**The metal 2 layer**

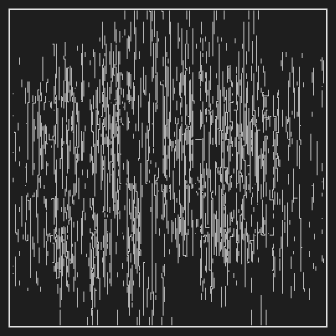
**Placement density heat map**

Bar = 20 µm. The die is cut into 12 by 12 equal tiles; black is low, pale yellow is high, 0 to 100% covered.
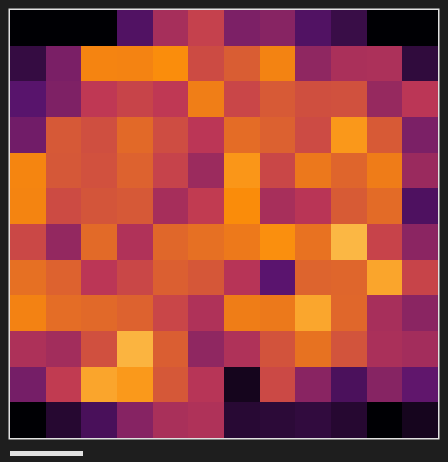
**Routed metal per tile**

Bar = 20 µm. The die is cut into 23 by 23 equal tiles; black is low, pale yellow is high, scaled to the fullest tile. Values are wire area over tile area, all layers added.
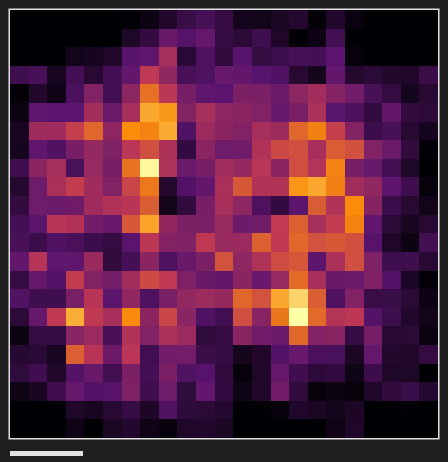
## src/rtl/blink_meter.sv

```systemverilog
// -----------------------------------------------------------------------------
// blink_meter
//
// Measures a square wave on a single LED-style signal, such as a blinker output
// or a looped-back GPIO. For every full cycle of the input it reports the
// period and the high time, both in clock cycles, through a valid/ready result
// interface. It is the receive-side self-check for a blinker.
//
// Parameters:
//   CNT_W        width of the period / high-time counters and outputs
//   SYNC_STAGES  number of input synchronizer flops (2 or more)
//
// Ports:
//   clk        in   single clock
//   rst_n      in   asynchronous, active-low reset
//   blink_in   in   asynchronous signal to be measured
//   period     out  cycles between two consecutive accepted rising edges
//   high_time  out  cycles the (filtered) input was high within that period
//   valid      out  result presented; held until accepted
//   ready      in   consumer takes the result on a cycle with valid & ready
//   dropped    out  sticky: a completed measurement was discarded because the
//                   previous result was still being held; cleared by reset
//   timeout    out  one-cycle pulse when no rising edge arrives within
//                   2^CNT_W-1 cycles while measuring
//
// Build option:
//   BLINK_METER_GLITCH_FILTER_EN  when defined, a 3-cycle stability filter sits
//   between the synchronizer and the edge detector, so pulses of 1-2 cycles
//   are ignored. When undefined, every synchronized transition is measured.
// -----------------------------------------------------------------------------
module blink_meter #(
    parameter int CNT_W       = 27,
    parameter int SYNC_STAGES = 2
) (
    input  logic             clk,
    input  logic             rst_n,
    input  logic             blink_in,
    output logic [CNT_W-1:0] period,
    output logic [CNT_W-1:0] high_time,
    output logic             valid,
    input  logic             ready,
    output logic             dropped,
    output logic             timeout
);

    // Last count value from which a further increment would reach 2^CNT_W-1.
    // Reaching that value without a rising edge ends the measurement.
    localparam logic [CNT_W-1:0] CNT_PRE_MAX = {{(CNT_W-1){1'b1}}, 1'b0};

    typedef enum logic {
        ARM  = 1'b0,
        MEAS = 1'b1
    } state_t;

    // Saturating increment: the timeout always fires before a counter could
    // wrap, so saturation is only a safety net that keeps high_time <= period.
    function automatic logic [CNT_W-1:0] sat_inc(input logic [CNT_W-1:0] val,
                                                 input logic             inc);
        logic [CNT_W-1:0] res;
        res = val;
        if (inc && (val != {CNT_W{1'b1}})) begin
            res = val + CNT_W'(1);
        end
        return res;
    endfunction

    // ---- stage p0: input synchronizer ---------------------------------------
    logic [SYNC_STAGES-1:0] sync_p0;
    logic                   sync_out;

    always_ff @(posedge clk or negedge rst_n) begin
        if (!rst_n) begin
            sync_p0 <= '0;
        end else begin
            sync_p0 <= {sync_p0[SYNC_STAGES-2:0], blink_in};
        end
    end

    assign sync_out = sync_p0[SYNC_STAGES-1];

    // ---- stage p1: optional stability filter --------------------------------
    logic s;

`ifdef BLINK_METER_GLITCH_FILTER_EN
    logic [1:0] hist_p1;
    logic       filt_p1;

    // The filtered level follows the synchronized input only once the current
    // sample and the two previous ones agree, i.e. after 3 stable cycles.
    always_ff @(posedge clk or negedge rst_n) begin
        if (!rst_n) begin
            hist_p1 <= '0;
            filt_p1 <= 1'b0;
        end else begin
            hist_p1 <= {hist_p1[0], sync_out};
            if (sync_out && hist_p1[0] && hist_p1[1]) begin
                filt_p1 <= 1'b1;
            end else if (!sync_out && !hist_p1[0] && !hist_p1[1]) begin
                filt_p1 <= 1'b0;
            end
        end
    end

    assign s = filt_p1;
`else
    assign s = sync_out;
`endif

    // ---- stage p2: edge detection -------------------------------------------
    logic s_d;
    logic rise;

    always_ff @(posedge clk or negedge rst_n) begin
        if (!rst_n) begin
            s_d <= 1'b0;
        end else begin
            s_d <= s;
        end
    end

    assign rise = s & ~s_d;

    // ---- stage p3: measurement FSM and result handoff -----------------------
    state_t           state;
    logic [CNT_W-1:0] cnt;
    logic [CNT_W-1:0] hcnt;
    logic             cand;
    logic [CNT_W-1:0] cand_period;
    logic [CNT_W-1:0] cand_high;

    // A candidate result exists on every rising edge seen while measuring.
    // The high counter samples the delayed level s_d, so the high sample of
    // the cycle that carried the opening edge lands in this period and the
    // sample of the cycle just before the closing edge is added here.
    always_comb begin
        cand        = (state == MEAS) && rise;
        cand_period = sat_inc(cnt, 1'b1);
        cand_high   = sat_inc(hcnt, s_d);
    end

    always_ff @(posedge clk or negedge rst_n) begin
        if (!rst_n) begin
            state     <= ARM;
            cnt       <= '0;
            hcnt      <= '0;
            period    <= '0;
            high_time <= '0;
            valid     <= 1'b0;
            dropped   <= 1'b0;
            timeout   <= 1'b0;
        end else begin
            timeout <= 1'b0;

            case (state)
                ARM: begin
                    if (rise) begin
                        cnt   <= '0;
                        hcnt  <= '0;
                        state <= MEAS;
                    end
                end
                MEAS: begin
                    if (rise) begin
                        // The edge that closes one period opens the next.
                        cnt  <= '0;
                        hcnt <= '0;
                    end else if (cnt == CNT_PRE_MAX) begin
                        timeout <= 1'b1;
                        state   <= ARM;
                    end else begin
                        cnt  <= sat_inc(cnt, 1'b1);
                        hcnt <= sat_inc(hcnt, s_d);
                    end
                end
                default: begin
                    state <= ARM;
                end
            endcase

            // A candidate may load on the same cycle the held result is
            // accepted; otherwise a held result wins and the candidate is lost.
            if (cand) begin
                if (!valid || ready) begin
                    period    <= cand_period;
                    high_time <= cand_high;
                    valid     <= 1'b1;
                end else begin
                    dropped <= 1'b1;
                end
            end else if (valid && ready) begin
                valid <= 1'b0;
            end
        end
    end

endmodule

```

## config.mk

```make
export PLATFORM = sky130hd
export DESIGN_NAME = blink_meter
export DESIGN_NICKNAME = d
export VERILOG_FILES = /design/src/rtl/blink_meter.sv
export SDC_FILE = /design/constraint.sdc
export NUM_CORES = 1
export LEC_CHECK = 0
export CAP_MARGIN = 10
export CORE_UTILIZATION = 45
export CTS_BUF_LIST = sky130_fd_sc_hd__clkbuf_2
export DETAILED_ROUTE_END_ITERATION = 6
export GPL_ROUTABILITY_DRIVEN = 1
export PLACE_DENSITY = 0.66
export SLEW_MARGIN = 20
export SYNTH_ARGS = -nofsm -noshare
export SYNTH_HDL_FRONTEND = slang
export SYNTH_SLANG_ARGS = --single-unit
```

## constraint.sdc

```tcl
create_clock -name clk -period 3.3 [get_ports clk]
set_input_delay 0.66 -clock clk [delete_from_list [all_inputs] [get_ports clk]]
set_output_delay 0.66 -clock clk [all_outputs]
set_load 0.005 [all_outputs]
```

==> reports/summary.json <==
{
  "clock_net_power": {"value": 840, "unit": "µW"},
  "gp_routability_congestion": {"value": 0.871},
  "clk_transition_reported_paths": {"value": 170, "unit": "ps"},
  "cts_hold_buffers": {"value": 0},
  "fill_cells": {"value": 1176},
  "post_cts_sizing": {"value": 0},
  "top_cells_by_count": {"value": "sky130_fd_sc_hd__dfrtp_1, sky130_fd_sc_hd__nand2_1, sky130_fd_sc_hd__o21ai_0"},
  "timing.critical_path.to_type": {"value": "flip-flop"},
  "min_from": {"value": "sync_p0[0]$_DFF_PN0_"},
  "warnings": {"value": 29},
  "worst_hold_path.num_cells": {"value": 0},
  "grt_setup_unrepaired": {"value": "false"},
  "first_iter_violations": {"value": 335},
  "min_to": {"value": "sync_p0[1]$_DFF_PN0_"},
  "cellLeakagePower": {"value": 2.75, "unit": "nW"},
  "pin_count": {"value": 61},
  "p_per_area": {"value": 393, "unit": "nW/µm²"},
  "cp.arrival": {"value": 3190, "unit": "ps"},
  "synth_sequential_area_ratio": {"value": 48.2, "unit": "%"},
  "power.share.clock": {"value": 31.0, "unit": "%"},
  "p_seq": {"value": 1.54, "unit": "mW"},
  "aoi_share": {"value": 18.3, "unit": "%"},
  "min_hold_slack": {"value": 369, "unit": "ps"},
  "n_antenna_cell": {"value": 0},
  "nNonClkBuffers": {"value": 71},
  "dominant_logic_cell_type_in_the_layout": {"value": "sky130_fd_sc_hd__dfrtp_1"},
  "period_used_share": {"value": 80.1, "unit": "%"},
  "synthesis.nets": {"value": 618},
  "dr_wl_met2": {"value": 6920, "unit": "µm"},
  "irDropWorstVdd": {"value": 0.000256, "unit": "V"},
  "crit_buf_inv": {"value": 1},
  "outcome": {"value": "finished clean"},
  "number_of_stages_on_the_worst_setup_path": {"value": 6},
  "route.antenna.remaining_nets": {"value": 0},
  "critical_path.startpoint_type": {"value": "flip-flop"}
}
Back to the opening pictures, 'the metal 2 layer':
The longest straight run is 43.9 µm. The layer holds 50% of the routed length. 570 nets have wire on it. The wires run mostly vertical.
met2 capacity usage during global routing: 36.5%
routed wire length: 13800 µm
number of vias in the routed layout: 4918

Back to the opening pictures, 'placement density heat map':
The mean over all tiles is 49%. The fullest tile reaches 84%. 4.9% of the tiles are nearly empty. 6.9% of the tiles are over 75% full.

Back to the opening pictures, 'routed metal per tile':
12% of the tiles are nearly empty. The mean over all tiles is 0.16. The fullest tile reaches 0.60.
DR WL/cell: 16.4 µm
global-route usage over all layers: 21.8%

